==> src/rtl/iic_target_regs_pkg.sv <==
// Shared definitions for the I2C target register block: FSM states,
// register indices and synchronizer depth.
package iic_target_regs_pkg;

  typedef enum logic [3:0] {
    ST_IDLE,
    ST_ADDR,
    ST_ADDR_ACK,
    ST_PTR,
    ST_PTR_ACK,
    ST_WDATA,
    ST_WDATA_ACK,
    ST_RDATA,
    ST_RACK
  } state_t;

  localparam logic [1:0] REG_CTRL    = 2'd0;
  localparam logic [1:0] REG_SCRATCH = 2'd1;
  localparam logic [1:0] REG_STATUS  = 2'd2;
  localparam logic [1:0] REG_ID      = 2'd3;

  localparam int SYNC_STAGES = 2;

endpackage

==> src/rtl/iic_bus_sync.sv <==
// Pad synchronizers plus SCL edge and START/STOP detection for the I2C target.
module iic_bus_sync
  import iic_target_regs_pkg::*;
(
  input  logic sys_clock,
  input  logic reset,
  input  logic scl_i,
  input  logic sda_i,
  output logic scl_rise,
  output logic scl_fall,
  output logic start_det,
  output logic stop_det,
  output logic sda_s
);

  logic [SYNC_STAGES-1:0] scl_pipe;
  logic [SYNC_STAGES-1:0] sda_pipe;
  logic                   scl_s;
  logic                   scl_d;
  logic                   sda_d;

  // Reset to the idle bus level so release never looks like an edge.
  always_ff @(posedge sys_clock or negedge reset) begin
    if (!reset) begin
      scl_pipe <= '1;
      sda_pipe <= '1;
      scl_d    <= 1'b1;
      sda_d    <= 1'b1;
    end else begin
      scl_pipe <= {scl_pipe[SYNC_STAGES-2:0], scl_i};
      sda_pipe <= {sda_pipe[SYNC_STAGES-2:0], sda_i};
      scl_d    <= scl_s;
      sda_d    <= sda_s;
    end
  end

  assign scl_s    = scl_pipe[SYNC_STAGES-1];
  assign sda_s    = sda_pipe[SYNC_STAGES-1];
  assign scl_rise = scl_s & ~scl_d;
  assign scl_fall = ~scl_s & scl_d;

  // SCL must be high on both samples, so an SDA edge coincident with an SCL edge is data.
  assign start_det = scl_s & scl_d & sda_d & ~sda_s;
  assign stop_det  = scl_s & scl_d & ~sda_d & sda_s;

endmodule

==> src/rtl/iic_target_regs.sv <==
// I2C target with a 4-entry register file: ctrl, scratch, status_in, ID.
// state | meaning: IDLE wait for START; ADDR/ADDR_ACK address byte; PTR/PTR_ACK pointer;
//   WDATA/WDATA_ACK write byte; RDATA/RACK read byte and master ACK/NACK.
module iic_target_regs
  import iic_target_regs_pkg::*;
#(
  parameter logic [6:0] TGT_ADDR = 7'h50,
  parameter logic [7:0] ID_VAL   = 8'hA5
) (
  input  logic       sys_clock,
  input  logic       reset,
  input  logic       scl_i,
  input  logic       sda_i,
  output logic       sda_oe,
  input  logic [7:0] status_in,
  output logic [7:0] ctrl_out,
  output logic [7:0] scratch_out,
  output logic       wr_pulse,
  output logic [1:0] wr_idx,
  output logic       busy
);

  logic       scl_rise;
  logic       scl_fall;
  logic       start_det;
  logic       stop_det;
  logic       sda_s;
  state_t     state;
  logic [2:0] bit_cnt;
  logic [6:0] shift;
  logic [1:0] ptr;
  logic       rw;
  logic       phase;
  logic [7:0] rx_byte;
  logic [7:0] rd_byte;

  iic_bus_sync u_sync (
    .sys_clock (sys_clock),
    .reset     (reset),
    .scl_i     (scl_i),
    .sda_i     (sda_i),
    .scl_rise  (scl_rise),
    .scl_fall  (scl_fall),
    .start_det (start_det),
    .stop_det  (stop_det),
    .sda_s     (sda_s)
  );

  assign rx_byte = {shift, sda_s};

  always_comb begin
    rd_byte = ID_VAL;
    case (ptr)
      REG_CTRL:    rd_byte = ctrl_out;
      REG_SCRATCH: rd_byte = scratch_out;
      REG_STATUS:  rd_byte = status_in;
      REG_ID:      rd_byte = ID_VAL;
      default:     rd_byte = ID_VAL;
    endcase
  end

  // phase marks the second half of an ACK slot: first SCL fall drives/releases, second ends it.
  always_ff @(posedge sys_clock or negedge reset) begin
    if (!reset) begin
      state       <= ST_IDLE;
      bit_cnt     <= 3'd0;
      shift       <= 7'd0;
      ptr         <= 2'd0;
      rw          <= 1'b0;
      phase       <= 1'b0;
      sda_oe      <= 1'b0;
      ctrl_out    <= 8'd0;
      scratch_out <= 8'd0;
      wr_pulse    <= 1'b0;
      wr_idx      <= 2'd0;
      busy        <= 1'b0;
    end else begin
      wr_pulse <= 1'b0;
      if (start_det) begin
        state   <= ST_ADDR;
        bit_cnt <= 3'd0;
        phase   <= 1'b0;
        sda_oe  <= 1'b0;
        busy    <= 1'b1;
      end else if (stop_det) begin
        state  <= ST_IDLE;
        phase  <= 1'b0;
        sda_oe <= 1'b0;
        busy   <= 1'b0;
      end else begin
        case (state)
          ST_ADDR: if (scl_rise) begin
            shift   <= rx_byte[6:0];
            bit_cnt <= bit_cnt + 3'd1;
            if (bit_cnt == 3'd7) begin
              if (rx_byte[7:1] == TGT_ADDR) begin
                state <= ST_ADDR_ACK;
                rw    <= rx_byte[0];
              end else begin
                state <= ST_IDLE;
              end
            end
          end
          ST_ADDR_ACK: if (scl_fall) begin
            if (!phase) begin
              sda_oe <= 1'b1;
              phase  <= 1'b1;
            end else begin
              phase   <= 1'b0;
              bit_cnt <= 3'd0;
              if (rw) begin
                shift  <= rd_byte[6:0];
                sda_oe <= ~rd_byte[7];
                state  <= ST_RDATA;
              end else begin
                sda_oe <= 1'b0;
                state  <= ST_PTR;
              end
            end
          end
          ST_PTR: if (scl_rise) begin
            shift   <= rx_byte[6:0];
            bit_cnt <= bit_cnt + 3'd1;
            if (bit_cnt == 3'd7) begin
              ptr   <= rx_byte[1:0];
              state <= ST_PTR_ACK;
            end
          end
          ST_PTR_ACK, ST_WDATA_ACK: if (scl_fall) begin
            if (!phase) begin
              sda_oe <= 1'b1;
              phase  <= 1'b1;
            end else begin
              sda_oe  <= 1'b0;
              phase   <= 1'b0;
              bit_cnt <= 3'd0;
              state   <= ST_WDATA;
              if (state == ST_WDATA_ACK) ptr <= ptr + 2'd1;
            end
          end
          ST_WDATA: if (scl_rise) begin
            shift   <= rx_byte[6:0];
            bit_cnt <= bit_cnt + 3'd1;
            if (bit_cnt == 3'd7) begin
              wr_pulse <= 1'b1;
              wr_idx   <= ptr;
              if (ptr == REG_CTRL)    ctrl_out    <= rx_byte;
              if (ptr == REG_SCRATCH) scratch_out <= rx_byte;
              state <= ST_WDATA_ACK;
            end
          end
          ST_RDATA: begin
            if (scl_rise) begin
              bit_cnt <= bit_cnt + 3'd1;
              if (bit_cnt == 3'd7) begin
                state <= ST_RACK;
                phase <= 1'b0;
              end
            end else if (scl_fall) begin
              sda_oe <= ~shift[6];
              shift  <= {shift[5:0], 1'b0};
            end
          end
          ST_RACK: begin
            if (scl_fall) begin
              if (!phase) begin
                sda_oe <= 1'b0;
                phase  <= 1'b1;
              end else begin
                shift   <= rd_byte[6:0];
                sda_oe  <= ~rd_byte[7];
                bit_cnt <= 3'd0;
                phase   <= 1'b0;
                state   <= ST_RDATA;
              end
            end else if (scl_rise && phase) begin
              if (sda_s) begin
                state <= ST_IDLE;
                phase <= 1'b0;
              end else begin
                ptr <= ptr + 2'd1;
              end
            end
          end
          default: ;
        endcase
      end
    end
  end

endmodule

==> config.mk <==
export PLATFORM = sky130hd
export DESIGN_NAME = iic_target_regs
export DESIGN_NICKNAME = d
export VERILOG_FILES = /design/src/rtl/iic_target_regs_pkg.sv /design/src/rtl/iic_bus_sync.sv /design/src/rtl/iic_target_regs.sv
export SDC_FILE = /design/constraint.sdc
export NUM_CORES = 1
export LEC_CHECK = 0
export CAP_MARGIN = 20
export CORE_UTILIZATION = 40
export DETAILED_ROUTE_END_ITERATION = 7
export PLACE_DENSITY = 0.62
export SYNTH_ARGS = -nofsm -noshare
export SYNTH_HDL_FRONTEND = slang
export SYNTH_SLANG_ARGS = --single-unit
==> constraint.sdc <==
create_clock -name sys_clock -period 3 [get_ports sys_clock]
set_clock_uncertainty 0.05 [all_clocks]
set_input_delay 0.6 -clock sys_clock [delete_from_list [all_inputs] [get_ports sys_clock]]
set_output_delay 0.6 -clock sys_clock [all_outputs]
set_load 0.02 [all_outputs]
==> images/clock_wires.png <==
Scale: 6 px per µm.
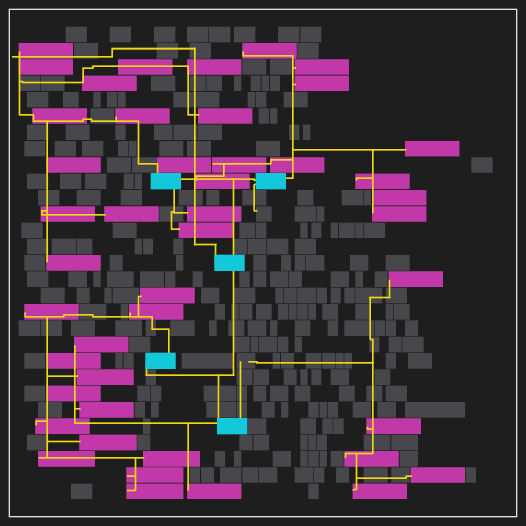
legend:
  flip-flops:
    colour: magenta
    count: 45
  clock wires:
    colour: yellow
    length: 620 µm
  clock-net drivers:
    colour: cyan
    count: 5
flops lie: spread over the die
routed clock nets: 6
Clk pwr share: 0.251
Clk. pwr: 0.388 mW
clk latency late pin: 300 ps

==> images/closeup.png <==
Region (30, 30) to (55, 55) µm. Cells in grey, sequential cells in the stronger grey; small squares are vias.
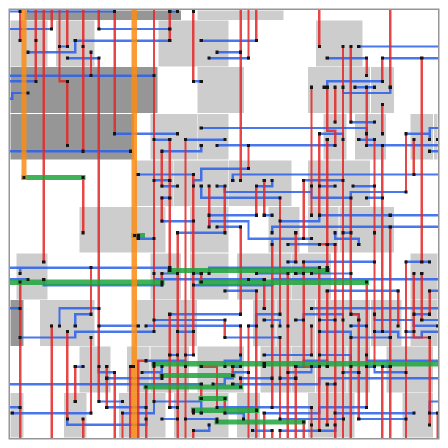
legend:
  M4:
    colour: orange
  M1:
    colour: blue
  M2:
    colour: red
  M3:
    colour: green
most frequent: nand2_1 (6), a21oi_1 (5), o21ai_0 (4)
cells with their middle in the window: 51
netlist names of flops here include: shift (2)
sequential cells in the window: 2

==> images/class_map.png <==
Scale: 4 px per µm. Fill, decap, tap and diode cells in grey.
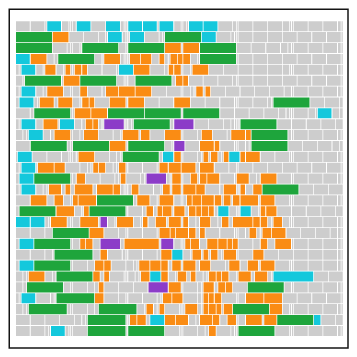
legend:
  remaining logic cells:
    colour: orange
    cells: 209
  registers:
    colour: green
    cells: 45
  clock drivers and dummy loads:
    colour: purple
    cells: 8
  remaining buffers and delay cells:
    colour: cyan
    cells: 39
core area: 6460 µm²
post-route cell area: 3200 µm²
Site Rows: 29
Seq/total area: 0.354

==> images/clock_nets.png <==
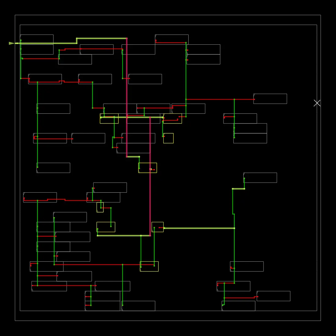
CTS Sinks: 45
clk_buf instances: 5
flip-flops: 45
total CTS buffers: 5

==> path summary, 6_finish.rpt <==
check	to	slack, ps	cells after the start	from
worst min register to register	u_sync.scl_pipe[1]	310	0	u_sync.scl_pipe[0]
worst max-delay path	ctrl_out[3]	630	4	state[2]
min in group sys_clock	u_sync.scl_pipe[1]	310	0	u_sync.scl_pipe[0]
worst max register to register	ctrl_out[3]	630	4	state[2]
max in group asynchronous	shift[2]	2160	2	reset
worst min-delay path	bit_cnt[0]	230	1	reset
==> worst register-to-register path, cell delays in order (launching register included) <==
cell     delay, ps
dfrtp_1        700
nor2b_1        460
nor4b_4        470
nand2_2        250
mux2_2         340
==> placed cells by master (no fill, tap or decap), types with 2 or more instances in the layout <==
cell type        netlist  layout
dfrtp_1               39      39
clkdlybuf4s50_1        0      31
mux2_2                28      28
nand2_1               22      22
o21ai_0               22      22
a21oi_1               18      18
nor2_1                13      13
nor2b_1                8       8
inv_1                  7       7
a22oi_1                7       7
mux2i_1                6       6
ha_1                   6       6
buf_4                  1       6
dfstp_2                6       6
nand3_1                5       5
clkbuf_8               0       5
a221o_1                3       3
nand2b_1               3       3
nand4_1                3       3
a221oi_1               3       3
nor3b_1                3       3
nor4b_1                3       3
a211oi_1               3       3
o21bai_1               3       3
nand2_2                2       2
xnor2_1                2       2
o22ai_1                2       2
a31oi_1                2       2
a311oi_1               2       2
nand3b_1               2       2
a22o_1                 2       2
o31ai_1                2       2
==> flip-flops by register name, summed over array words and instances (netlist names) <==
| signal | flops |
|---|---|
| bit_cnt | 3 |
| phase | 1 |
| wr_pulse | 1 |
| scratch_out | 8 |
| sda_oe | 1 |
| shift | 7 |
| u_sync.scl_pipe | 2 |
| rw | 1 |
| ptr | 2 |
| state | 4 |
| busy | 1 |
| wr_idx | 2 |
| u_sync.scl_d | 1 |
| u_sync.sda_d | 1 |
| u_sync.sda_pipe | 2 |
| ctrl_out | 8 |
==> cell type report <==
| class | instances | share of cell area |
|---|---|---|
| clock buffers | 5 | 0.0215 |
| flip-flops and latches | 45 | 0.354 |
| multi-input cells | 201 | 0.457 |
| well taps | 77 | 0.0301 |
| repair buffers | 39 | 0.121 |
| inverters | 8 | 0.00939 |
| clock inverters | 3 | 0.00665 |
==> cells by family after synthesis <==
logic type,share of synthesized area
DFF,0.418
adders and majority gates,0.0277
and+or+nand+nor,0.168
xor gates and xnor gates,0.00970
buffers and inverters,0.0425
muxes,0.139
AOI/OAI and AO/OA,0.195
==> metal layers <==
metal / vias up / track usage / share of wire
met4: 0 / 0.0580 / 0.010
met3: 5 / 0.0295 / 0.056
met1: 1072 / 0.267 / 0.47
met5: - / 0 / 0
li1: 1065 / - / -
met2: 71 / 0.304 / 0.47
==> power by group <==
part | total, mW | internal (mW) | leakage [nW] | switching (mW)
clock network | 0.388 | 0.166 | 0.0445 | 0.223
registers | 0.753 | 0.666 | 0.596 | 0.0870
logic | 0.405 | 0.179 | 0.694 | 0.226
total | 1.55 | 1.01 | 1.33 | 0.536
==> through the flow <==
stage / instance area (µm²) / cells
4_1_cts: 3170 / 377
5_1_grt: 3200 / 378
6_report: 3200 / 378
2_1_floorplan: 2710 / 273
3_5_place_dp: 3080 / 369
3_3_place_gp: 3080 / 369
==> qor.csv <==
metric,value,unit
run status,"complete, but fails checks",
failing checks,design-rule violations,
hpwl dp,4500,µm
Final Total Pwr,1.55,mW
Synth area leader,dfrtp_1,
die area,7110,µm²
slowest cell on the critical path,dfrtp_1,
top cells by area,"dfrtp_1 36%, mux2_2 12%, dfstp_2 5.8%",
initial antenna violation count,0,
WL final,6480,µm
minimum clock period,2370,ps
post-CTS setup buffers,0,
global route overflow,0,
Top-area cell share,0.360,
cts-stage hold buffer count,0,
critical path data arrival time,2510,ps
utilization after layout,0.495,
GRT Total Usage,0.190,
worst stage delay on the critical path,700,ps
Synth Seq Share,0.418,
synthesized area per cell,9.93,µm²
# fillers,612,
Yosys Instances,273,
layout cells sized above 1,0.196,
Comb area,1460,µm²
first-pass GRT wire length,10700,µm
Post-Syn Area,2710,µm²
Ports,33,
largest net degree at the start of global routing,46,
CTS tree,yes,
Syn-to-layout area delta,18.1,%
average wire per standard cell,17.1,µm
Max Slew Vio Count,0,
Max VDD drop,0.000239,V
startpoint types,register,
crit-path cells,"nor2b_1, nor4b_4, nand2_2, mux2_2",
Initial Util,0.420,
crit path capture type,register,
NumNets Final,318,
synth warn,0,
Synth top cell by count,dfrtp_1,
Flop area,1130,µm²
# DRC,2,
post_cts resized,0,
Yosys chip area,2710,µm²
"Distinct cells, synth",59,
chip width,84.3,µm
Post-synth top cells,"39 x dfrtp_1, 28 x mux2_2, 22 x nand2_1, 22 x o21ai_0, 18 x a21oi_1",
path type of the worst min-delay path,primary input to asynchronous set/reset pin,
final setup fails,0,
via count,2213,
Min Hold Slack,226,ps
Clock Path Buffers,2,
pre-CTS setup slack,659,ps
cycle use final,0.790,
CP Class,register to register,
setup ws final,630,ps
clock root buffer,clkbuf_8,
maximum clock frequency,422,MHz
Vias/cell,5.85,
RSZ-0062 raised after global routing,no,
Commonest flop,dfrtp_1,
Max transition margin,0.616,
vias in the first global route,2109,
Power figures rest on the tool's default switching activity, not on a simulated workload.
